**src/rtl/aes_bridge_pkg.sv**
```systemverilog
// Shared types and sizes for the AES byte-serial bridge.
package aes_bridge_pkg;

    localparam int AES_BYTES = 16;
    localparam int BLOCK_W   = 128;

    typedef enum logic [2:0] {
        IDLE,
        RST,
        LOAD,
        WAIT,
        COLLECT,
        DONE
    } state_t;

endpackage

```
**src/rtl/aes_byte_bridge.sv**
```systemverilog
// Host-side driver for the byte-serial AES core: resets the core, streams key and
// plaintext MSB byte first, then reassembles the 16 returned bytes into ct.
module aes_byte_bridge
    import aes_bridge_pkg::*;
#(
    parameter int RST_CYCLES = 1,
    parameter int TIMEOUT    = 1024
) (
    input  logic               clk,
    input  logic               rst,
    input  logic               start,
    input  logic [BLOCK_W-1:0] key,
    input  logic [BLOCK_W-1:0] pt,
    output logic               busy,
    output logic [BLOCK_W-1:0] ct,
    output logic               ct_vld,
    output logic               err,
    output logic               core_rst,
    output logic [7:0]         key_in,
    output logic [7:0]         d_in,
    input  logic [7:0]         d_out,
    input  logic               d_vld
);

    localparam int TW = $clog2(TIMEOUT + 1);
    localparam int RW = (RST_CYCLES > 1) ? $clog2(RST_CYCLES) : 1;
    localparam logic [RW-1:0] RST_LAST  = RW'(RST_CYCLES - 1);
    localparam logic [TW-1:0] TMO_LAST  = TW'(TIMEOUT - 1);
    localparam logic [3:0]    LAST_BYTE = 4'(AES_BYTES - 1);

    state_t             state;
    state_t             state_nxt;
    logic [BLOCK_W-1:0] key_sr;
    logic [BLOCK_W-1:0] pt_sr;
    logic [BLOCK_W-1:0] ct_shift;
    logic [3:0]         load_cnt;
    logic [3:0]         byte_cnt;
    logic [RW-1:0]      rst_cnt;
    logic [TW-1:0]      tcnt;
    logic               collecting;
    logic               capture;
    logic               timeout_hit;
    logic               busy_nxt;
    logic               core_rst_nxt;
    logic               ct_vld_nxt;
    logic               err_nxt;
    logic [7:0]         key_in_nxt;
    logic [7:0]         d_in_nxt;

    // The timeout fires on the edge where the idle count would reach TIMEOUT.
    assign collecting  = (state == WAIT) || (state == COLLECT);
    assign capture     = collecting && d_vld;
    assign timeout_hit = collecting && !d_vld && (tcnt == TMO_LAST);

    always_ff @(posedge clk or posedge rst) begin
        if (rst) begin
            state <= IDLE;
        end else begin
            state <= state_nxt;
        end
    end

    always_comb begin
        state_nxt = state;
        case (state)
            IDLE:    if (start) state_nxt = RST;
            RST:     if (rst_cnt == RST_LAST) state_nxt = LOAD;
            LOAD:    if (load_cnt == LAST_BYTE) state_nxt = WAIT;
            WAIT: begin
                if (d_vld) begin
                    state_nxt = COLLECT;
                end else if (timeout_hit) begin
                    state_nxt = IDLE;
                end
            end
            COLLECT: begin
                if (d_vld && (byte_cnt == LAST_BYTE)) begin
                    state_nxt = DONE;
                end else if (timeout_hit) begin
                    state_nxt = IDLE;
                end
            end
            DONE:    state_nxt = IDLE;
            default: state_nxt = IDLE;
        endcase
    end

    // Outputs are decoded from the next state so they line up with it once registered.
    always_comb begin
        busy_nxt     = (state_nxt != IDLE);
        core_rst_nxt = (state_nxt == RST);
        ct_vld_nxt   = (state_nxt == DONE);
        err_nxt      = timeout_hit;
        key_in_nxt   = '0;
        d_in_nxt     = '0;
        if (state_nxt == LOAD) begin
            key_in_nxt = key_sr[BLOCK_W-1 -: 8];
            d_in_nxt   = pt_sr[BLOCK_W-1 -: 8];
        end
    end

    always_ff @(posedge clk or posedge rst) begin
        if (rst) begin
            busy     <= 1'b0;
            core_rst <= 1'b1;
            ct_vld   <= 1'b0;
            err      <= 1'b0;
            key_in   <= '0;
            d_in     <= '0;
        end else begin
            busy     <= busy_nxt;
            core_rst <= core_rst_nxt;
            ct_vld   <= ct_vld_nxt;
            err      <= err_nxt;
            key_in   <= key_in_nxt;
            d_in     <= d_in_nxt;
        end
    end

    always_ff @(posedge clk or posedge rst) begin
        if (rst) begin
            key_sr   <= '0;
            pt_sr    <= '0;
            ct_shift <= '0;
            ct       <= '0;
            load_cnt <= '0;
            byte_cnt <= '0;
            rst_cnt  <= '0;
            tcnt     <= '0;
        end else begin
            if ((state == IDLE) && start) begin
                key_sr   <= key;
                pt_sr    <= pt;
                rst_cnt  <= '0;
                byte_cnt <= '0;
            end
            if (state == RST) begin
                rst_cnt <= rst_cnt + 1'b1;
            end
            if (state_nxt == LOAD) begin
                key_sr <= key_sr << 8;
                pt_sr  <= pt_sr << 8;
            end
            if (state == LOAD) begin
                load_cnt <= load_cnt + 1'b1;
                tcnt     <= '0;
            end
            // byte_cnt wraps 15->0 exactly on the capture that moves to DONE.
            if (capture) begin
                ct_shift <= {ct_shift[BLOCK_W-9:0], d_out};
                byte_cnt <= byte_cnt + 1'b1;
                tcnt     <= '0;
            end else if (collecting) begin
                tcnt <= tcnt + 1'b1;
            end
            if (state_nxt == DONE) begin
                ct <= {ct_shift[BLOCK_W-9:0], d_out};
            end
        end
    end

endmodule
```
**config.mk**
```make
export PLATFORM = sky130hd
export DESIGN_NAME = aes_byte_bridge
export DESIGN_NICKNAME = d
export VERILOG_FILES = /design/src/rtl/aes_bridge_pkg.sv /design/src/rtl/aes_byte_bridge.sv
export SDC_FILE = /design/constraint.sdc
export NUM_CORES = 1
export LEC_CHECK = 0
export ABC_CLOCK_PERIOD_IN_PS = 37500
export CAP_MARGIN = 15
export CORE_AREA = 3 3 196 274
export CTS_CLUSTER_DIAMETER = 80
export DETAILED_ROUTE_END_ITERATION = 8
export DIE_AREA = 0 0 199 277
export PLACE_DENSITY = 0.75
export SLEW_MARGIN = 5
export SYNTH_ARGS = -nofsm -noshare
export SYNTH_HDL_FRONTEND = slang
export SYNTH_SLANG_ARGS = --single-unit
```
**constraint.sdc**
```tcl
create_clock -name clk -period 37.5 [get_ports clk]
set_clock_uncertainty 0.2 [all_clocks]
set_input_delay 5.625 -clock clk [delete_from_list [all_inputs] [get_ports clk]]
set_output_delay 5.625 -clock clk [all_outputs]
set_load 0.01 [all_outputs]
```
**Run 1: metal 2**

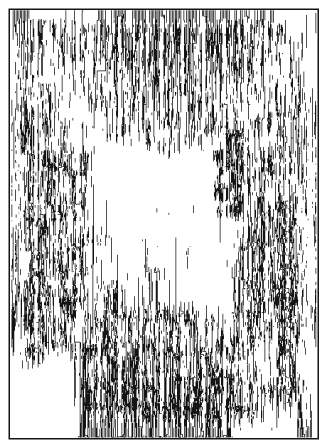
share of all routed wire: 49%
nets with wire on the layer: 2,366
wire length on this layer: 30.5 mm
main direction: vertical

**Run 1: drive-strength map**

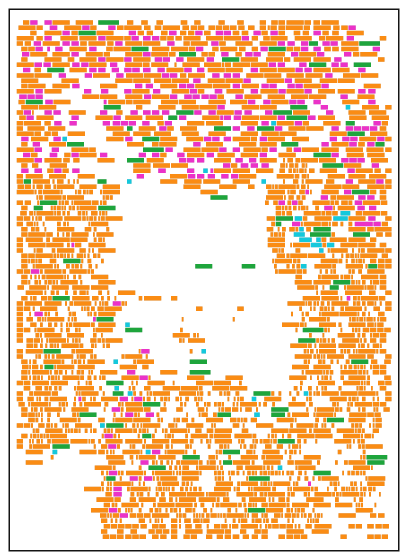
legend:
  x1 and smaller:
    color: orange
    cells: 2,067
    share: 84%
  x3 and x4:
    color: cyan
    cells: 29
    share: 1.2%
  x6 and larger:
    color: green
    cells: 82
    share: 3.3%
  x2:
    color: magenta
    cells: 286
    share: 12%

**Run 1: clock wiring as the flow saved it**

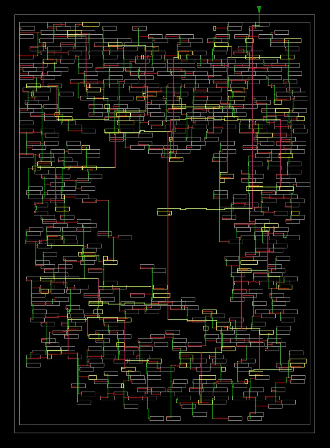
Flop Count: 547
Clock buffer cells: 69
Num CTS Buffers: 52

**Run 1: placed cells, one color a class**

The bar under the picture is 50 microns long. Fill, decap, tap and diode cells in gray.
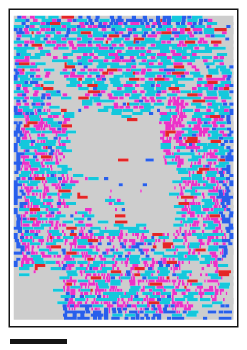
legend:
  clock drivers and dummy loads:
    color: red
    cells: 96
    share_of_their_area: 6.7%
  remaining logic cells:
    color: magenta
    cells: 1,387
    share_of_their_area: 30%
  remaining buffers and delay cells:
    color: blue
    cells: 434
    share_of_their_area: 15%
  registers:
    color: cyan
    cells: 547
    share_of_their_area: 48%

==> run_results.csv, run 1 <==
group,metric,value,unit
cts,cts_setup_buffers,0,
timing,setup_viol,0,
power_and_ir_drop,ir_drop,0.0000901,V
synth,ys_cells,2110,
power_and_ir_drop,p_per_area,77.3,nW/um^2
run,drv_cap,0,
cts,cts_resized,0,
worst_setup_path,crit_family,"buffers and inverters",
global_route,grt.total_usage,0.220,
cells_and_area,post-route-util,0.571,
placement,dp.cells,3017,
die,row_count,98,
placement,dpl_worst_slack,27.38,ns
worst_setup_path,timing.rr.end,"key_sr[108]",
synth,xor_share,0.00341,
timing,fmax,0.104,GHz
cts,cts_tree,"done",
run,warnings,36,
detailed_routing,vias_per_cell,5.60,
synth,top_area_cell,"dfrtp_1",
synth,synthMuxAreaShare,0.123,
cts,hold_buffers,0,
worst_setup_path,slowest_delay,0.92,ns
cts,htree_levels,2,
timing,hold_violations,0,
worst_setup_path,crit_top_cell,"buf_4",
timing,tightest_slew,1.18,ns
synth,synth-async-reset-ratio,1.00,
worst_setup_path,worst-endpoint-required,37.72,ns
worst_setup_path,path_max_fanout,95,
detailed_routing,avgRoutedWirePerCell,19.8,microns
placement,port_buffers,415,
synth,synthSimpleGateAreaFrac,0.155,
worst_setup_path,worst-path-buf-inv,3,
outcome,status,"complete, no violations",
timing,fin_crit,9.62,ns
global_route,gr-total-overflow,0,
worst_hold_path,holdPathStages,1,
die,die_height,277,microns
worst_setup_path,reg2reg_depth,6,
synth,synth_cell_types,52,
synth,yosys_area,23100,sq um
die,initial_core_util,0.449,
cells_and_area,area_growth,27.2,%
timing,relSlewSlack,0.212,
cts,clock-root-buffer,"clkbuf_16",
power_and_ir_drop,p_total,2270,uW
timing,holdWs,0.287,ns
synth,ff_type,"dfrtp_1",
die,io_pins,416,
global_route,antenna_found_initial,16,
synth,top_cells_by_area,"dfrtp_1 59%, mux2_2 12%, nand2_1 8.4%, a31oi_1 5.9%, nor3_1 5.2%",
timing,final.setup.tns,0,ns
detailed_routing,detail_route.first_pass.iterations,5,
synth,synth.avg_cell_area,10.9,sq um
synth,synth_seq_share,0.593,
die,coreArea,51400,sq um
synth,synth_area,23100,sq um
placement,place_area,27400,sq um
worst_setup_path,crit_slowest_cell,"buf_4",
synth,yosysMostFrequentCell,"dfrtp_1",
run 1: worst max path at each step:
stage,cells after the start,end
after floorplan,1,busy
after global placement,7,key_sr[114]
after detailed placement,7,key_sr[108]
after CTS,7,key_sr[102]
after global routing,7,key_sr[84]
final,7,key_sr[108]
run 1: per-layer routing:
metal | vias to the layer above | track usage | wire length [microns]
li1 | 8000 | - | -
met5 | - | 0 | 22
met2 | 633 | 0.353 | 30500
met1 | 8755 | 0.284 | 24600
met3 | 138 | 0.0444 | 3980
met4 | 4 | 0.106 | 2750
run 1: state kept, by name, summed over array words and instances (netlist names):
| register | cells |
|---|---|
| ct | 128 |
| key_sr | 128 |
| pt_sr | 128 |
| ct_shift | 120 |
| tcnt | 11 |
| d_in | 8 |
| key_in | 8 |
| byte_cnt | 4 |
| load_cnt | 4 |
| state | 3 |
| busy | 1 |
| core_rst | 1 |
| ct_vld | 1 |
| err | 1 |
| rst_cnt | 1 |
run 1: cell type report:
class                   instances  area, sq um
clock buffers                  69         1490
inverters                       4         22.5
diodes                         14         35.0
well taps                     650          813
repair buffers                434         4340
multi-input cells            1383         8540
fillers                      4198        22000
clock inverters                27          433
flip-flops and latches        547        13700
run 1: cell families after synthesis:
group / Yosys count
adders and majority gates: 3
DFF: 547
buffers and inverters: 180
AOI/OAI and AO/OA: 291
and+or+nand+nor: 828
xor gates and xnor gates: 9
muxes: 252
run 1: power breakdown:
group | internal [uW] | leakage (uW) | switching, uW
Clock | 349 | 0.000936 | 234
Combinational | 298 | 0.00500 | 475
Sequential | 788 | 0.00695 | 123
Total | 1440 | 0.0129 | 833
==> run 2: changes to the inputs <==
ABC_CLOCK_PERIOD_IN_PS = 8300   (was 37500)
PLACE_DENSITY = 0.77   (was 0.75)
clock period = 8.3 ns   (was 37.5 ns; I/O delays follow)
**Run 2: metal 2**

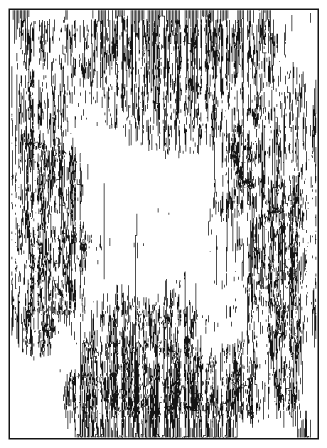
longest straight run: 96.6 microns
wire length on this layer: 30.7 mm
nets with wire on the layer: 2,328
share of all routed wire: 50%
main direction: vertical

==> run_results.csv, run 2 <==
group,metric,value,unit
die,coreArea,51400,sq um
worst_setup_path,worst-endpoint-required,8.58,ns
global_route,grt.total_usage,0.217,
cells_and_area,reg_top3,"ct x128, key_sr x128, pt_sr x128",
placement,dp.cells,3016,
cts,clock-root-buffer,"clkbuf_16",
worst_setup_path,crit_slowest_cell,"and3_4",
placement,place_area,27400,sq um
synth,top_cells_by_area,"dfrtp_1 59%, mux2_2 12%, nand2_1 8.4%, a31oi_1 5.9%, nor3_1 5.2%",
detailed_routing,vias_per_cell,5.55,
timing,fmax,0.251,GHz
timing,fin_crit,3.98,ns
die,die_height,277,microns
global_route,antenna_found_initial,12,
worst_setup_path,slowest_delay,0.93,ns
cts,cts_buffers,52,
timing,holdWs,0.270,ns
die,io_pins,416,
worst_setup_path,r2r_slack,4.32,ns
placement,dpl_worst_slack,3.72,ns
detailed_routing,drc_errors,0,
global_route,gr-total-overflow,0,
global_route,grt_pass1_wl,97.1,mm
cts,clk_path_buf_depth,3,
placement,port_buffers,415,
cts,cts_tree,"done",
timing,finalMaxSlewViolations,0,
outcome,status,"complete, no violations",
timing,setup_viol,0,
timing,tightest_slew,1.20,ns
synth,ys_cells,2110,
cells_and_area,post-route-util,0.570,
die,initial_core_util,0.449,
synth,synth_area,23100,sq um
synth,synth.avg_cell_area,10.9,sq um
power_and_ir_drop,p_per_area,347,nW/um^2
run,drv_cap,0,
run,warnings,41,
synth,synth_seq_share,0.593,
synth,yosysMostFrequentCell,"dfrtp_1",
synth,yosys_area,23100,sq um
cts,cts_resized,0,
timing,final.setup.tns,0,ns
synth,ff_type,"dfrtp_1",
synth,top_area_cell,"dfrtp_1",
cts,hold_buffers,0,
detailed_routing,avgRoutedWirePerCell,19.5,microns
power_and_ir_drop,p_total,10200,uW
detailed_routing,detail_route.first_pass.iterations,5,
cts,cts_setup_buffers,0,
cells_and_area,area_growth,26.9,%
detailed_routing,drt_first_iter_violations,1250,
worst_setup_path,path_max_fanout,66,
timing,hold_violations,0,
timing,relSlewSlack,0.203,
synth,synth_cell_types,52,
power_and_ir_drop,ir_drop,0.000667,V
die,row_count,98,
cts,htree_levels,2,
synth,synth-async-reset-ratio,1.00,
**Run 2: clock wiring as the flow saved it**

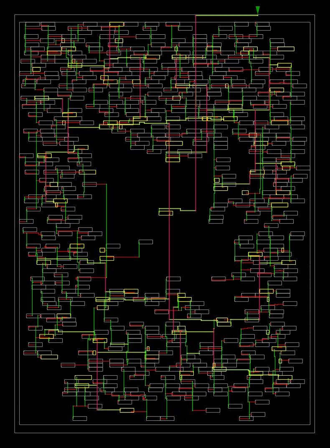
clock latency on the worst-skew pair: 0.60 ns
Clock buffer cells: 70
reported clock group power: 2540 uW
clk sinks: 547

## run 2: power by group
part           switching, uW  internal, uW  total (uW)
Sequential               534          3560        4090
Clock                   1040          1490        2540
Combinational           2160          1370        3530
## run 2: cells by family after synthesis
family,Yosys count,synth area share
AND-OR/OR-AND,291,0.0849
XOR/XNOR,9,0.00341
adder cells (fa/ha/maj),3,0.00163
buffers and inverters,180,0.0395
flip-flops,547,0.593
multiplexers,252,0.123
AND/OR/NAND/NOR,828,0.155
## run 2: worst paths after layout
| kind | start | endpoint | cells past startpoint |
|---|---|---|---|
| min in group asynchronous | rst | ct[107] | 2 |
| worst max-delay path | d_vld | ct[53] | 4 |
| max in group asynchronous | rst | d_in[7] | 4 |
| worst min register to register | load_cnt[3] | load_cnt[3] | 1 |
| worst max register to register | state[2] | ct[53] | 4 |
| worst min-delay path | load_cnt[3] | load_cnt[3] | 1 |
## run 2: area by class of cell
class	count	area (sq um)
Antenna cell	10	25.0
Multi-Input combinational cell	1383	8540
Tap cell	650	813
Clock inverter	22	332
Fill cell	4181	22100
Timing Repair Buffer	432	4370
Inverter	4	18.8
Clock buffer	70	1500
Sequential cell	547	13700
## run 2: critical path: cells and delay by family
kind,cells,cell delay (ns)
buffers and inverters,2,1.59
AND/OR/NAND/NOR,1,0.93
multiplexers,1,0.42
## run 2: layer usage
layer | vias to the layer above | part of all wire | track usage
li1 | 7999 | - | -
met1 | 8613 | 0.41 | 0.279
met2 | 560 | 0.50 | 0.366
met3 | 118 | 0.056 | 0.0381
met4 | 4 | 0.033 | 0.0846
met5 | - | 0.00041 | 0
**Run 2: drive-strength map**

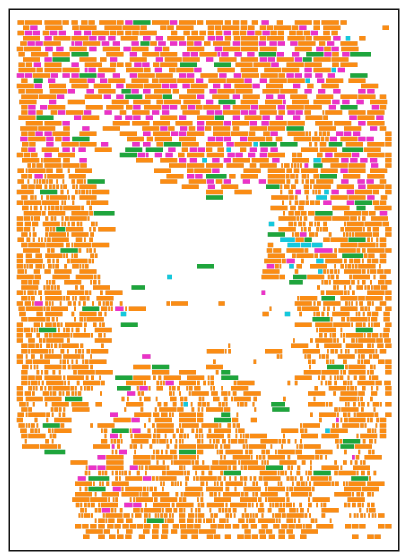

==> run 3: changes to the inputs <==
ABC_CLOCK_PERIOD_IN_PS = 3330   (was 8300)
clock period = 3.33 ns   (was 8.3 ns; I/O delays follow)
**Run 3: drive-strength map**

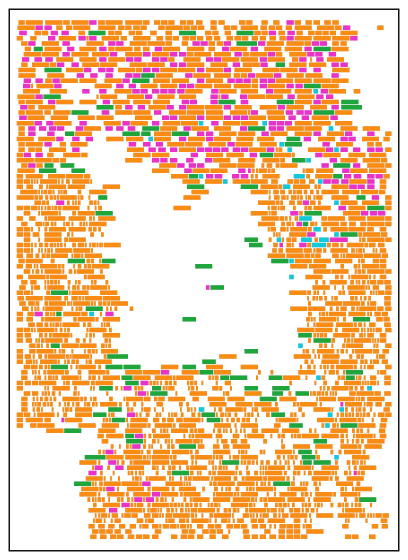
legend:
  x2:
    color: magenta
    cells: 282
    share: 11%
  x1 and smaller:
    color: orange
    cells: 2,071
    share: 83%
  x6 and larger:
    color: green
    cells: 106
    share: 4.3%
  x3 and x4:
    color: cyan
    cells: 33
    share: 1.3%

==> run_results.csv, run 3 <==
group,metric,value,unit
synth,edf_count,0,
placement,port_buffers,415,
cells_and_area,area_growth,29.0,%
cells_and_area,reg_top3,"ct x128, key_sr x128, pt_sr x128",
worst_setup_path,crit_family,"simple AND/OR/NAND/NOR gates",
cts,cts_resized,0,
run,warnings,31,
die,row_count,98,
detailed_routing,num_vias,17700,
cts,cts_buffers,51,
synth,synth_cell_types,52,
worst_setup_path,path_max_fanout,46,
cells_and_area,logic_area,8540,sq um
detailed_routing,ant_nets,0,
die,die_height,277,microns
cells_and_area,flop_area,13700,sq um
synth,ff_type,"dfrtp_1",
die,initial_core_util,0.449,
cts,clock-sinks,547,
global_route,grt_pass1_vias,18300,
synth,yosys_area,23100,sq um
cts,clk_path_buf_depth,3,
global_route,grt.total_usage,0.221,
global_route,grt_pass1_wl,98.2,mm
synth,ys_cells,2110,
timing,relSlewSlack,0.578,
cts,worstSkewPairLatency,0.59,ns
worst_setup_path,crit_path_start_kind,"flip-flop",
synth,syn_inst,2110,
power_and_ir_drop,p_per_area,858,nW/um^2
worst_setup_path,reg2reg_depth,4,
worst_setup_path,r2r-start,"state[2]",
cts,clock-root-buffer,"clkbuf_16",
worst_hold_path,hold_class,"primary input to async pin",
synth,top_area_cell,"dfrtp_1",
power_and_ir_drop,p_total,25600,uW
synth,synth_seq_share,0.593,
cts,hold_buffers,0,
power_and_ir_drop,leakage,0.0131,uW
global_route,gr-total-overflow,0,
cells_and_area,post-route-util,0.580,
global_route,antenna_found_initial,14,
timing,fmax,0.343,GHz
worst_setup_path,worst-path-buf-inv,1,
synth,synthTopCellsByCount,"546 x dfrtp_1, 517 x nand2_1, 249 x mux2_2, 240 x nor3_1, 218 x a31oi_1",
worst_setup_path,worst-endpoint-required,3.61,ns
worst_setup_path,end_kind,"flip-flop",
outcome,status,"complete, no violations",
run,drv_cap,0,
synth,synth_flops,547,
detailed_routing,avgRoutedWirePerCell,19.5,microns
synth,synth_warnings,0,
cts,htree_levels,2,
cts,cts_setup_buffers,0,
worst_setup_path,arrival,3.19,ns
placement,hpwl,41.9,mm
timing,finalMaxSlewViolations,0,
worst_setup_path,crit_slowest_cell,"dfrtp_1",
detailed_routing,vias_per_cell,5.60,
cells_and_area,lay_top_count,"dfrtp_1",
timing,fin_crit,2.92,ns
timing,tightest_slew,0.630,ns
synth,top_cells_by_area,"dfrtp_1 59%, mux2_2 12%, nand2_1 8.4%, a31oi_1 5.9%, nor3_1 5.2%",
synth,synth_top_area_share,0.592,
cells_and_area,num-fill-cells,4088,
synth,synth-async-reset-ratio,1.00,
timing,hold_violations,0,
timing,timing.final.crit_share,0.876,
detailed_routing,detail_route.first_pass.iterations,5,
die,io_pins,416,
worst_setup_path,timing.rr.end,"ct[94]",
worst_setup_path,r2r_slack,0.41,ns
cts,cts_tree,"done",
detailed_routing,drt_first_iter_violations,1293,
worst_setup_path,path_class,"flip-flop to flip-flop",
synth,synth_nets,2381,
placement,place.gp.congestion,0.864,
worst_setup_path,slowest_delay,0.66,ns
power_and_ir_drop,ir_drop,0.000613,V
synth,synth.avg_cell_area,10.9,sq um
die,coreArea,51400,sq um
synth,yosysMostFrequentCell,"dfrtp_1",
timing,rsz0062_at_grt,"no",
cells_and_area,lay_top_cells,"546 x dfrtp_1, 517 x nand2_1, 415 x clkdlybuf4s50_1",
timing,setup_viol,0,
detailed_routing,drc_errors,0,
synth,synth_area,23100,sq um
timing,holdWs,0.193,ns
**Run 3: metal 2**

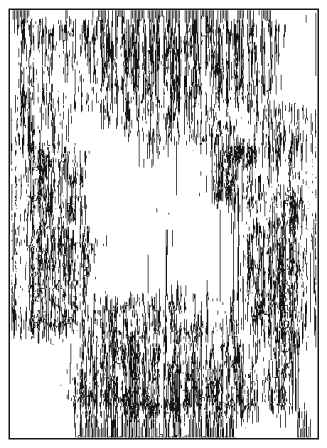
main direction: vertical
nets with wire on the layer: 2,389
wire length on this layer: 30.2 mm
share of all routed wire: 49%

-- run 3: cell counts after synthesis --
No cell type changed its count.
-- run 3: per-stage QoR --
stage	instances	cell area [sq um]	setup WS, ns	TNS [ns]
after floorplan	2110	23100	-4.81	-2629.30
after global placement	3053	28000	0.563	0
after detailed placement	3053	28000	0.459	0
after CTS	3142	29800	0.462	0
after global routing	3156	29800	0.291	0
final	3156	29800	0.414	0
-- run 3: area by class of cell --
cell class | count | share of cell area
flip-flops and latches | 547 | 0.460
multi-input cells | 1383 | 0.287
repair buffers | 469 | 0.166
clock buffers | 75 | 0.0509
well taps | 650 | 0.0273
clock inverters | 14 | 0.00764
diodes | 14 | 0.00118
inverters | 4 | 0.000630
-- run 3: layer usage --
layer / GRT usage / part of all wire / vias to the layer above
met1: 0.287 / 0.40 / 8773
met5: 0 / 0 / -
met3: 0.0365 / 0.058 / 155
met4: 0.105 / 0.047 / 0
met2: 0.359 / 0.49 / 685
li1: - / - / 8070
-- run 3: how the worst max path moves through the flow --
stage | from | to | slack, ns | cells past startpoint
after floorplan | rst | busy | -4.81 | 1
after global placement | state[2] | ct[62] | 0.56 | 4
after detailed placement | state[2] | ct[62] | 0.46 | 4
after CTS | state[2] | ct[94] | 0.46 | 4
after global routing | state[2] | ct[116] | 0.29 | 4
final | state[2] | ct[94] | 0.41 | 4
-- run 3: logic make-up after synthesis --
family / synth area share
AND-OR/OR-AND: 0.0849
XOR/XNOR: 0.00341
multiplexers: 0.123
flip-flops: 0.593
buffers and inverters: 0.0395
AND/OR/NAND/NOR: 0.155
adder cells (fa/ha/maj): 0.00163
-- run 3: report_power, final --
part	leakage, uW	switching [uW]	internal (uW)
Combinational	0.00529	5440	3820
Sequential	0.00695	1380	8870
Clock	0.000856	2520	3540
Total	0.0131	9340	16200
Power and IR drop assume default switching activity.
